**config.mk**
```make
export PLATFORM = sky130hd
export DESIGN_NAME = data_io_upload
export DESIGN_NICKNAME = d
export VERILOG_FILES = /design/src/rtl/data_io_upload.sv
export SDC_FILE = /design/constraint.sdc
export NUM_CORES = 1
export LEC_CHECK = 0
export CELL_PAD_IN_SITES_DETAIL_PLACEMENT = 1
export CELL_PAD_IN_SITES_GLOBAL_PLACEMENT = 1
export CORE_MARGIN = 2
export CORE_UTILIZATION = 45
export CTS_BUF_LIST = sky130_fd_sc_hd__clkbuf_4
export DETAILED_ROUTE_END_ITERATION = 8
export GPL_TIMING_DRIVEN = 1
export PLACE_DENSITY_LB_ADDON = 0.1
export SLEW_MARGIN = 15
export SYNTH_ARGS = -nofsm -noshare
export SYNTH_HDL_FRONTEND = slang
export SYNTH_SLANG_ARGS = --single-unit
```
**constraint.sdc**
```tcl
create_clock -name clk_sys -period 2.3 [get_ports clk_sys]
set_input_delay 0.345 -clock clk_sys [delete_from_list [all_inputs] [get_ports clk_sys]]
set_output_delay 0.345 -clock clk_sys [all_outputs]
set_load 0.02 [all_outputs]
```
**src/rtl/data_io_upload.sv**
```systemverilog
// data_io_upload: SS2 SPI-slave upload path that reads core memory over an ioctl read port and shifts it out on SPI_DO (optional CRC readback: UPLOAD_CRC_EN)
module data_io_upload #(
  parameter int RD_LATENCY = 2,
  parameter int ADDR_W = 25
) (
  input  logic              clk_sys,
  input  logic              reset_n,
  input  logic              SPI_SCK,
  input  logic              SPI_SS2,
  input  logic              SPI_DI,
  output logic              SPI_DO,
  output logic              SPI_DO_OE,
  output logic              ioctl_upload,
  output logic [7:0]        ioctl_index,
  output logic [ADDR_W-1:0] ioctl_addr,
  output logic              ioctl_rd,
  input  logic [7:0]        ioctl_din
);
  typedef enum logic [2:0] {CMD, PARAM, STREAM, IGNORE, CRC} state_t;
  state_t      state;
  logic [2:0]  sck_q;
  logic [1:0]  ss_q, di_q;
  logic [2:0]  bit_cnt;
  logic [6:0]  rx_sr;
  logic [7:0]  tx_sr, buf_data, rx_byte;
  logic        buf_valid, load, param_ctrl, ss, sck_rise, sck_fall, byte_done;
  logic [3:0]  rd_cnt;
`ifdef UPLOAD_CRC_EN
  logic [15:0] crc;
  logic        crc_lo;
  function automatic logic [15:0] crc_step(input logic [15:0] c, input logic [7:0] d);
    logic [15:0] r;
    r = c ^ {d, 8'h00};
    for (int i = 0; i < 8; i++) r = r[15] ? {r[14:0], 1'b0} ^ 16'h1021 : {r[14:0], 1'b0};
    return r;
  endfunction
`endif
  assign ss        = ss_q[1];
  assign sck_rise  = ~ss & sck_q[1] & ~sck_q[2];
  assign sck_fall  = ~ss & ~sck_q[1] & sck_q[2];
  assign byte_done = sck_rise & (bit_cnt == 3'd7);
  assign rx_byte   = {rx_sr, di_q[1]};
  assign SPI_DO    = tx_sr[7];
  // two-flop synchronizers; SCK keeps a third stage for edge detection so SS2 and SCK edges line up
  always_ff @(posedge clk_sys or negedge reset_n) begin
    if (!reset_n) begin
      sck_q <= 3'b000;
      ss_q  <= 2'b11;
      di_q  <= 2'b00;
    end else begin
      sck_q <= {sck_q[1:0], SPI_SCK};
      ss_q  <= {ss_q[0], SPI_SS2};
      di_q  <= {di_q[0], SPI_DI};
    end
  end
  // command FSM, bit receive/transmit, prefetch buffer and read strobe
  always_ff @(posedge clk_sys or negedge reset_n) begin
    if (!reset_n) begin
      state        <= CMD;
      bit_cnt      <= 3'd0;
      rx_sr        <= 7'd0;
      param_ctrl   <= 1'b0;
      load         <= 1'b0;
      tx_sr        <= 8'h00;
      SPI_DO_OE    <= 1'b0;
      ioctl_upload <= 1'b0;
      ioctl_index  <= 8'h00;
      ioctl_addr   <= '0;
      ioctl_rd     <= 1'b0;
      buf_data     <= 8'h00;
      buf_valid    <= 1'b0;
      rd_cnt       <= 4'd0;
`ifdef UPLOAD_CRC_EN
      crc          <= 16'hFFFF;
      crc_lo       <= 1'b0;
`endif
    end else begin
      ioctl_rd <= 1'b0;
      load     <= 1'b0;
      if (rd_cnt != 4'd0) rd_cnt <= rd_cnt - 4'd1;
      if (ioctl_rd) rd_cnt <= 4'(RD_LATENCY);
      if (rd_cnt == 4'd1) begin
        buf_data  <= ioctl_din;
        buf_valid <= 1'b1;
      end
      if (sck_rise) begin
        bit_cnt <= bit_cnt + 3'd1;
        rx_sr   <= rx_byte[6:0];
      end
      if (sck_fall && bit_cnt != 3'd0) tx_sr <= {tx_sr[6:0], 1'b0};
      if (load && state == STREAM) begin
        tx_sr     <= buf_valid ? buf_data : 8'h00;
        buf_valid <= 1'b0;
        ioctl_rd  <= 1'b1;
        if (buf_valid) ioctl_addr <= ioctl_addr + 1'b1;
`ifdef UPLOAD_CRC_EN
        crc <= crc_step(crc, buf_valid ? buf_data : 8'h00);
`endif
      end
`ifdef UPLOAD_CRC_EN
      if (load && state == CRC) tx_sr <= crc_lo ? crc[7:0] : crc[15:8];
`endif
      if (ss) begin
        state     <= CMD;
        bit_cnt   <= 3'd0;
        SPI_DO_OE <= 1'b0;
        load      <= 1'b0;
      end else if (byte_done) begin
        case (state)
          CMD: begin
            if (rx_byte == 8'h55 || rx_byte == 8'h56) begin
              state      <= PARAM;
              param_ctrl <= ~rx_byte[0];
            end else if (rx_byte == 8'h57 && ioctl_upload) begin
              state     <= STREAM;
              SPI_DO_OE <= 1'b1;
              load      <= 1'b1;
`ifdef UPLOAD_CRC_EN
            end else if (rx_byte == 8'h5A) begin
              state     <= CRC;
              SPI_DO_OE <= 1'b1;
              load      <= 1'b1;
              crc_lo    <= 1'b0;
`endif
            end else state <= IGNORE;
          end
          PARAM: begin
            state <= IGNORE;
            if (!param_ctrl) ioctl_index <= rx_byte;
            else if (rx_byte != 8'h00) begin
              ioctl_upload <= 1'b1;
              ioctl_addr   <= '0;
              buf_valid    <= 1'b0;
              rd_cnt       <= 4'd0;
              ioctl_rd     <= 1'b1;
`ifdef UPLOAD_CRC_EN
              crc          <= 16'hFFFF;
`endif
            end else begin
              ioctl_upload <= 1'b0;
              buf_valid    <= 1'b0;
              rd_cnt       <= 4'd0;
            end
          end
          STREAM: load <= 1'b1;
`ifdef UPLOAD_CRC_EN
          CRC: begin
            if (crc_lo) state <= IGNORE;
            else begin
              load   <= 1'b1;
              crc_lo <= 1'b1;
            end
          end
`endif
          default: ;
        endcase
      end
    end
  end
endmodule

```
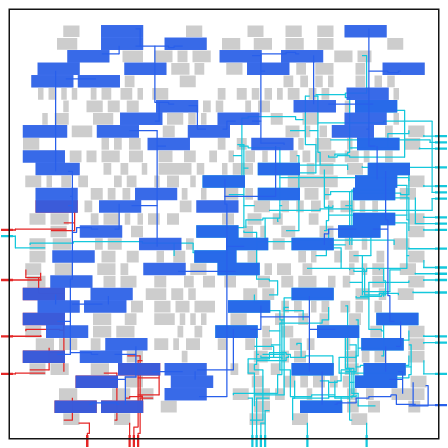
Run 1: port wiring
red -> `ioctl_index`  # direction output, end cells 8, buffers 8, wire 187 µm
blue -> `reset_n`  # direction input, end cells 78, buffers 3, wire 603 µm
cyan -> `ioctl_addr`  # direction output, end cells 25, buffers 25, wire 1290 µm

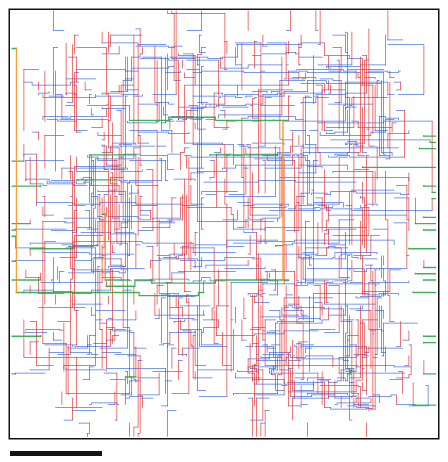
Run 1: metal layers overlaid
The bar under the picture is 20 µm long.
orange -> met4  # wire length 102 µm
red -> met2  # wire length 4090 µm
blue -> met1  # wire length 3630 µm
green -> met3  # wire length 278 µm
total track usage: 0.208
drt wl/cell: 16.7 µm
via count: 2681

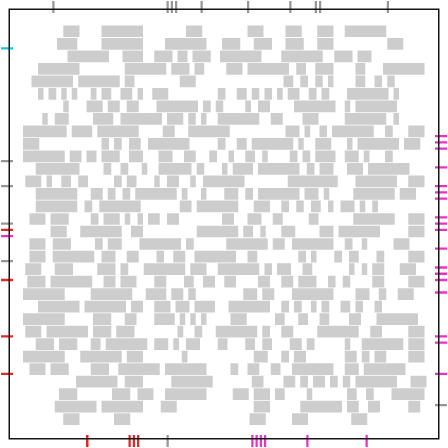
Run 1: I/O pins on the die edge
Pins as bars across the die edge, other pins in gray.
cyan -> `clk_sys`  # pins 1, direction input, edge left
red -> `ioctl_index`  # pins 8, direction output, edge 4 left, 4 bottom
magenta -> `ioctl_addr`  # pins 25, direction output, edge 18 right, 6 bottom, 1 left
all pins by edge = 19 right, 11 bottom, 10 left, 10 top

run 1: worst reg2reg max path, delay by kind of cell (launching register included):
kind / cells / cell delay [ns]
and+or+nand+nor: 3 / 0.84
DFF: 1 / 0.41
adders and majority gates: 2 / 0.36
buffers and inverters: 1 / 0.23
AOI/OAI and AO/OA: 1 / 0.07
run 1: registers in the layout, summed over array words and instances, names as in the netlist, 2 cells and up:
signal	count
ioctl_addr	25
state	2
ss_q	2
di_q	2
rx_sr	7
sck_q	3
ioctl_index	8
rd_cnt	4
tx_sr	8
buf_data	8
bit_cnt	3
run 1: repair_timing:
action                    in CTS  in global routing
hold buffers                   1                  0
setup buffers                  0                  0
hold endpoints to repair      35                  0
run 1: layout by cell type (no fill, tap or decap), types with 2 or more instances in the layout:
cell	netlist	layout
nor2b_1	3	3
nand2_1	16	16
nor4b_1	2	2
dfstp_2	2	2
xor2_1	5	5
nor4_1	3	3
and3_1	8	8
a21oi_1	24	24
buf_4	0	11
and4_1	3	3
nand3b_1	2	2
or4_1	10	10
xnor2_1	9	9
mux2_2	23	23
nor3_1	8	8
clkinv_2	0	2
o21ai_0	14	14
nand2b_1	3	3
inv_1	9	9
dfrtp_1	76	76
clkdlybuf4s50_1	0	48
and2_1	2	2
nor2_1	22	22
nand3_1	14	14
nand4_1	6	6
mux2i_1	4	4
clkbuf_4	0	12
or3_1	5	5
ha_1	7	7
o31ai_1	8	8
run 1: logic make-up (layout without fill, tap and decap cells):
logic type | after synthesis | after routing | share of synthesized area
and+or+nand+nor | 116 | 116 | 0.186
DFF | 78 | 78 | 0.548
xor gates and xnor gates | 14 | 14 | 0.0344
buffers and inverters | 27 | 86 | 0.0316
adders and majority gates | 7 | 7 | 0.0246
AOI/OAI and AO/OA | 55 | 55 | 0.0912
other | 0 | 1 | 0
muxes | 27 | 27 | 0.0839
run 1: layer usage:
metal	track usage	vias up	share of wire
met3	0.0419	7	0.034
met4	0.0576	0	0.013
li1	-	1268	-
met5	0	-	0
met1	0.271	1353	0.45
met2	0.355	53	0.50
run 1: layout make-up:
type,count,area (µm²),area share
Timing Repair Buffer,61,593,0.136
Sequential cell,78,1950,0.449
Multi-Input combinational cell,219,1510,0.346
Tap cell,102,128,0.0293
Inverter,9,33.8,0.00776
Clock buffer,12,90.1,0.0207
Clock inverter,4,48.8,0.0112
Antenna cell,1,2.50,0.000575
run 1: path summary, 6_finish.rpt:
path / start / end / slack (ns) / depth (start not counted)
hold reg to reg: sck_q[0]$_DFF_PN0_ / sck_q[1]$_DFF_PN0_ / 0.36 / 0
max in group asynchronous: reset_n / ioctl_addr[2]$_DFF_PN0_ / 1.26 / 3
setup / recovery: bit_cnt[0]$_DFFE_PN0P_ / ioctl_addr[11]$_DFF_PN0_ / 0.26 / 7
setup reg to reg: bit_cnt[0]$_DFFE_PN0P_ / ioctl_addr[11]$_DFF_PN0_ / 0.26 / 7
min in group asynchronous: reset_n / ioctl_addr[15]$_DFF_PN0_ / 0.43 / 2
hold / removal: SPI_SS2 / ss_q[0]$_DFF_PN1_ / 0.33 / 1
==> results_slide.txt, run 1 <==
Synthesis and Place & Route Summary

Outcome
  – Status: complete, no violations

Power and ir drop
  – Sw frac: 0.253
  – Comb power frac: 0.089
  – Logic power comb: 0.000234 W

Synthesis
  – Distinct cells, synth: 47
  – Top FF cell, synth: dfrtp_1
  – Nets at Floorplan: 344
  – Top area cell types: dfrtp_1 53%, mux2_2 7.3%, a21oi_1 3.4%
  – Syn Area/Cell: 11.0 µm²
  – Commonest cells post-synth: 76 x dfrtp_1, 24 x a21oi_1, 23 x mux2_2
  – EDFF count, synth: 0

Cells and area
  – Design area: 4360 µm²
  – FILL cells: 842
  – Finished Layout Cells: 486

Detailed routing
  – Post-DRT Antenna Nets: 0
  – DR vias/cell: 5.52
  – DRC Markers: 0
  – DRT Wirelength: 8100 µm

Run
  – Tool warnings: 29
  – Max-Cap Viols: 0

Clock network
  – Max Buffers Root-to-Sink: 2
  – Insertion Delay late pin: 0.40 ns
  – CTS-repair resized insts: 0
  – Htree depth: 3

Placed design
  – HPWL Detailed: 5700 µm
  – DP Worst Slack: 0.271 ns
  – Placed instance area: 4200 µm²
  – Placed Instances: 468
  – I/O Buffers: 49

Floorplan
  – Core area: 7690 µm²
  – Fp_density: 0.464
  – # rows: 32
  – # IOs: 50

STA
  – Slew of the pin with the lowest slew margin: 0.680 ns
  – Crit path time final: 2.04 ns
  – Setup tns final: 0 ns

Setup path
  – Slowest cell on crit path: or4_1
  – CP Buf/Inv Count: 1
  – CP Max Fanout: 13
  – CP dominant cell by count: ha_1
--- run 2 (diff from run 1) ---
--- a/config.mk
+++ b/config.mk
@@ -7,12 +7,14 @@
 export LEC_CHECK = 0
 export CELL_PAD_IN_SITES_DETAIL_PLACEMENT = 1
 export CELL_PAD_IN_SITES_GLOBAL_PLACEMENT = 1
+export CORE_ASPECT_RATIO = 2
 export CORE_MARGIN = 2
 export CORE_UTILIZATION = 45
 export CTS_BUF_LIST = sky130_fd_sc_hd__clkbuf_4
 export DETAILED_ROUTE_END_ITERATION = 8
 export GPL_TIMING_DRIVEN = 1
 export PLACE_DENSITY_LB_ADDON = 0.1
+export REMOVE_ABC_BUFFERS = 1
 export SLEW_MARGIN = 15
 export SYNTH_ARGS = -nofsm -noshare
 export SYNTH_HDL_FRONTEND = slang
==> constraint.sdc (replaced) <==
create_clock -name clk_sys -period 2.2 [get_ports clk_sys]
set_input_delay 0.33 -clock clk_sys [delete_from_list [all_inputs] [get_ports clk_sys]]
set_output_delay 0.33 -clock clk_sys [all_outputs]
set_load 0.02 [all_outputs]
==> run 2 against run 1 <==
  * Final cell count fell by 1.4%
  * Critical endpoint is now ioctl_addr[22]$_DFF_PN0_
  * Clock-buffer cell count fell by 1
  * Critical path type unchanged
  * Total power rose by 13%
  * Flip-flop count did not move
  * Clock power rose by 31%
  * Global-route usage rose by 0.49 points
  * Critical path depth fell by 2
  * Die area rose by 0.49%
  * Register-to-register slack got worse by 0.14 ns
  * Maximum frequency fell by 2.1%
==> results_slide.txt, run 2 <==
Synthesis and Place & Route Summary

Outcome
  – Status: complete, no violations

GRT
  – Most Crowded Layer GR: met2
  – Routing usage on met3: 0.0517
  – Routing usage on met1: 0.238
  – Total track usage: 0.213

Detailed routing
  – DRT Wirelength: 8160 µm
  – DR vias/cell: 5.60
  – Post-DRT Antenna Nets: 0
  – DRC Markers: 0
  – Via count: 2682

Synthesis
  – EDFF count, synth: 0
  – Distinct cells, synth: 47
  – Top area cell types: dfrtp_1 53%, mux2_2 7.3%, a21oi_1 3.4%
  – Syn Area/Cell: 11.0 µm²
  – Commonest cells post-synth: 76 x dfrtp_1, 24 x a21oi_1, 23 x mux2_2

Clock network
  – Post-CTS setup buffer count: 0
  – Htree depth: 3
  – Insertion Delay late pin: 0.43 ns
  – Max Buffers Root-to-Sink: 2

Setup path
  – Worst Setup SP: ioctl_addr[1]$_DFF_PN0_
  – CP Buf/Inv Count: 0
  – Slowest cell on crit path: or4_4
  – Levels on crit path: 5

Floorplan
  – Core area: 7830 µm²
  – Fp_density: 0.456
  – # IOs: 50

Run
  – Tool warnings: 28
  – Max-Cap Viols: 0

STA
  – Crit path time final: 2.08 ns
  – Setup tns final: 0 ns

Power and ir drop
  – Comb power frac: 0.081

Placed design
  – HPWL Detailed: 5800 µm
  – Placed Instances: 461

Cells and area
  – Logic area: 1510 µm²
  – Most common logic cells in the final layout: 76 x dfrtp_1, 48 x clkdlybuf4s50_1, 24 x a21oi_1
  – Finished Layout Cells: 479
  – Top cell excl fill/tap: dfrtp_1
  – Max reg flops: 25
-- run 2: metal layers --
layer / up-vias / share of wire
met4: 0 / 0.017
met3: 8 / 0.027
li1: 1261 / -
met1: 1371 / 0.41
met2: 42 / 0.55
met5: - / 0
-- run 2: cells by family (layout without fill, tap and decap cells) --
kind of cell | Yosys count | count (layout) | synth area share
AND-OR/OR-AND | 55 | 55 | 0.0912
XOR/XNOR | 14 | 14 | 0.0344
adder cells (fa/ha/maj) | 7 | 7 | 0.0246
buffers and inverters | 27 | 85 | 0.0316
flip-flops | 78 | 78 | 0.548
multiplexers | 27 | 27 | 0.0839
other | 0 | 1 | 0
AND/OR/NAND/NOR | 116 | 116 | 0.186
-- run 2: power by group through the flow --
stage	registers, W	logic [W]	clock network, W
global placement	0.00166	0.000226	0
detailed placement	0.00167	0.000242	0
floorplan	0.00164	0.000127	0
finish	0.00164	0.000238	0.00107
global route	0.00166	0.000267	0.00117
CTS	0.00164	0.000244	0.00111
-- run 2: layout make-up --
cell class              instances  share of cell area
repair buffers                 60               0.133
clock inverters                 5              0.0222
multi-input cells             219               0.344
flip-flops and latches         78               0.445
diodes                          1            0.000570
clock buffers                  11              0.0188
well taps                      96              0.0274
inverters                       9             0.00770
-- run 2: how the worst min path moves through the flow --
| stage | start | to | slack [ns] | depth (start not counted) |
|---|---|---|---|---|
| after global routing | SPI_SS2 | ss_q[0]$_DFF_PN1_ | 0.26 | 1 |
| after floorplan | reset_n | SPI_DO_OE$_DFFE_PN0P_ | 0.03 | 0 |
| after detailed placement | reset_n | ioctl_addr[17]$_DFF_PN0_ | 0.32 | 1 |
| final | SPI_SS2 | ss_q[0]$_DFF_PN1_ | 0.31 | 1 |
| after CTS | SPI_SS2 | ss_q[0]$_DFF_PN1_ | 0.28 | 1 |
| after global placement | reset_n | ioctl_addr[17]$_DFF_PN0_ | 0.31 | 1 |
-- run 2: what timing repair did --
action | CTS | global route
hold buffers | 1 | 0
hold endpoints to repair | 33 | 0
gates resized | 0 | 2
endpoints found under the setup margin | 0 | 7
-- run 2: stage by stage --
stage,hold WS (ns),total power [W],setup WS [ns],instance area [µm²],util
finish,0.309,0.00295,0.115,4390,0.561
global route,0.262,0.00309,0.0144,4390,0.561
CTS,0.280,0.00299,0.117,4370,0.559
detailed placement,0.316,0.00191,0.135,4180,0.534
global placement,0.312,0.00189,0.162,4180,0.534
floorplan,0.0344,0.00177,0.0938,3490,-
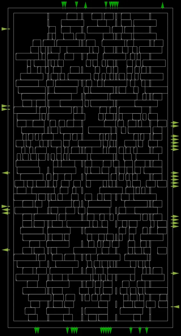
Run 2: placed standard cells
FILL cells: 873
FFs & Latches: 78

--- run 3 (diff from run 2) ---
--- a/config.mk
+++ b/config.mk
@@ -13,6 +13,7 @@
 export CTS_BUF_LIST = sky130_fd_sc_hd__clkbuf_4
 export DETAILED_ROUTE_END_ITERATION = 8
 export GPL_TIMING_DRIVEN = 1
+export MAX_ROUTING_LAYER = met4
 export PLACE_DENSITY_LB_ADDON = 0.1
 export REMOVE_ABC_BUFFERS = 1
 export SLEW_MARGIN = 15
==> run 3 against run 2 <==
  * Register-to-register slack about the same
  * Clock-buffer cell count unchanged
  * Final area unchanged
  * Synthesized cell count unchanged
  * Clock skew about the same
  * Sequential power about the same
  * Clock power about the same
  * Final cell count unchanged
  * First-iteration DRC count increased by 6.0%
  * Sequential share of layout area unchanged
  * Hold slack got worse by 0.00080 ns
  * Critical path type unchanged
  * Total power about the same
==> results_slide.txt, run 3 <==
Synthesis and Place & Route Summary

Outcome
  – Status: complete, no violations

Synthesis
  – Post-synthesis mux area share: 0.0839
  – Distinct cells, synth: 47
  – Cells after Synth: 324
  – Yosys simple share: 0.186
  – Area fraction in compound gates: 0.0912
  – Yosys xor share: 0.0344
  – Top FF cell, synth: dfrtp_1
  – EDFF count, synth: 0
  – Warnings, synthesis: 0
  – Adder share: 0.0246
  – Syn Area/Cell: 11.0 µm²
  – Yosys cell count: 324
  – Top area cell types: dfrtp_1 53%, mux2_2 7.3%, a21oi_1 3.4%
  – Yosys top cell by instances: dfrtp_1
  – Main logic family: simple AND/OR/NAND/NOR gates
  – Commonest cells post-synth: 76 x dfrtp_1, 24 x a21oi_1, 23 x mux2_2

Cells and area
  – Most common logic cells in the final layout: 76 x dfrtp_1, 48 x clkdlybuf4s50_1, 24 x a21oi_1
  – Post-layout util: 0.561
  – Register with the most flip-flops: ioctl_addr
  – Top cell excl fill/tap: dfrtp_1
  – Finished Layout Cells: 479
  – # nets final: 397
  – Max reg flops: 25

Min path
  – Cell depth of the worst min-delay path: 1
  – Min-delay src: SPI_SS2
  – Hold Path End: ss_q[0]$_DFF_PN1_

Floorplan
  – # rows: 46
  – Core area: 7830 µm²
  – Fp_density: 0.456
  – # IOs: 50

Detailed routing
  – DRT Wirelength: 8140 µm
  – Drt wl/cell: 17.0 µm
  – DR vias/cell: 5.61
  – Post-DRT Antenna Nets: 0
  – DRC Markers: 0
  – Drt pass-1 iters: 4
  – Via count: 2685

Run
  – Tool warnings: 28
  – Max-Cap Viols: 0

STA
  – Slew of the pin with the lowest slew margin: 0.638 ns
  – Crit path time final: 2.09 ns
  – Clock skew: 0.0144 ns
  – Fmax: 479 MHz
  – Setup tns final: 0 ns
  – Final period utilization: 0.949

Clock network
  – Reg clk slew, reported paths: 0.12 ns
  – CTS tree: built
  – Post-CTS setup buffer count: 0
  – Insertion Delay late pin: 0.43 ns
  – Max Buffers Root-to-Sink: 2
  – Htree depth: 3
  – Clk root buf: clkbuf_4

Placed design
  – HPWL Detailed: 5800 µm
  – Placed Instances: 461
  – I/O Buffers: 49

Setup path
  – Critical R2R Launch: ioctl_addr[1]$_DFF_PN0_
  – Worst reg-to-reg path cell count: 5
  – CP Max Fanout: 14
  – Worst Setup SP: ioctl_addr[1]$_DFF_PN0_
  – Register-to-Register Setup Slack: 0.11 ns
  – Worst R2R End: ioctl_addr[22]$_DFF_PN0_

Power and ir drop
  – Leakage: 1.97 nW

GRT
  – Largest net degree at the start of global routing: 46
  – Total track usage: 0.219
  – Initial antenna violation count: 1
## run 3: cell counts in the layout (fill, tap and decap cells not counted)
No cell type changed its count.
## run 3: final cells by class
cell class / count / area, µm²
Fill cell: 873 / 3440
Tap cell: 96 / 120
Clock buffer: 11 / 82.6
Clock inverter: 5 / 97.6
Sequential cell: 78 / 1950
Timing Repair Buffer: 60 / 586
Multi-Input combinational cell: 219 / 1510
Antenna cell: 1 / 2.50
Inverter: 9 / 33.8
## run 3: cells by family (layout without fill, tap and decap cells)
group | after synthesis | in the layout
AND/OR/NAND/NOR | 116 | 116
flip-flops | 78 | 78
AND-OR/OR-AND | 55 | 55
multiplexers | 27 | 27
buffers and inverters | 27 | 85
XOR/XNOR | 14 | 14
adder cells (fa/ha/maj) | 7 | 7
other | 0 | 1
## run 3: how the worst max path moves through the flow
stage	end	depth (start not counted)
6_report	ioctl_addr[22]$_DFF_PN0_	5
5_1_grt	ioctl_addr[22]$_DFF_PN0_	5
4_1_cts	tx_sr[2]$_DFFE_PN0P_	3
3_5_place_dp	tx_sr[1]$_DFFE_PN0P_	3
3_3_place_gp	ioctl_addr[19]$_DFF_PN0_	7
2_1_floorplan	ioctl_addr[0]$_DFF_PN0_	6
## run 3: what timing repair did
item / 4_1_cts / 5_1_grt
setup endpoints to repair: 0 / 7
hold endpoints to repair: 33 / 0
hold buffers: 1 / 0
gates resized: 0 / 2
## run 3: stage by stage
stage / total power, W / instance area (µm²) / hold slack, ns / setup slack (ns)
after CTS: 0.00299 / 4370 / 0.280 / 0.117
final: 0.00295 / 4390 / 0.308 / 0.113
after detailed placement: 0.00191 / 4180 / 0.316 / 0.135
after global placement: 0.00189 / 4180 / 0.312 / 0.162
after global routing: 0.00309 / 4390 / 0.262 / 0.0144
after floorplan: 0.00177 / 3490 / 0.0344 / 0.0938
## run 3: report_power, final
part           total [W]  switching [W]  internal (W)
Sequential       0.00164       0.000103       0.00154
Combinational   0.000238       0.000113      0.000125
Clock            0.00107       0.000473      0.000595
## run 3: worst max-delay path: stages (launching register included)
cell and delay (ns):
dfrtp_1 0.44, ha_1 0.24, nand3_1 0.12, or4_4 0.52, or4_1 0.52, a21oi_1 0.17
## run 3: per-layer routing
layer,GRT usage,part of all wire
met2,0.377,0.55
met5,-,0
met1,0.238,0.41
met4,0.0900,0.017
met3,0.0517,0.028
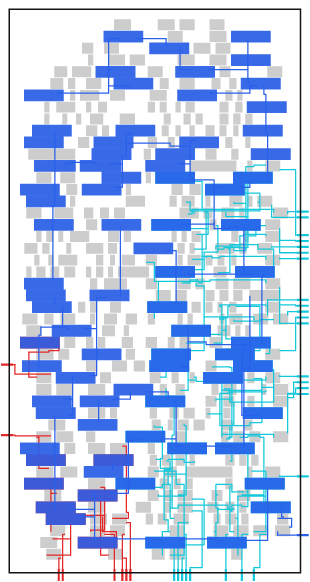
Run 3: port wiring
blue -> `reset_n`  # direction input, end cells 78, buffers 3, wire 619 µm
red -> `ioctl_index`  # direction output, end cells 8, buffers 8, wire 204 µm
cyan -> `ioctl_addr`  # direction output, end cells 25, buffers 25, wire 1150 µm

No activity file was given, so power comes from the tool's default toggle rates.
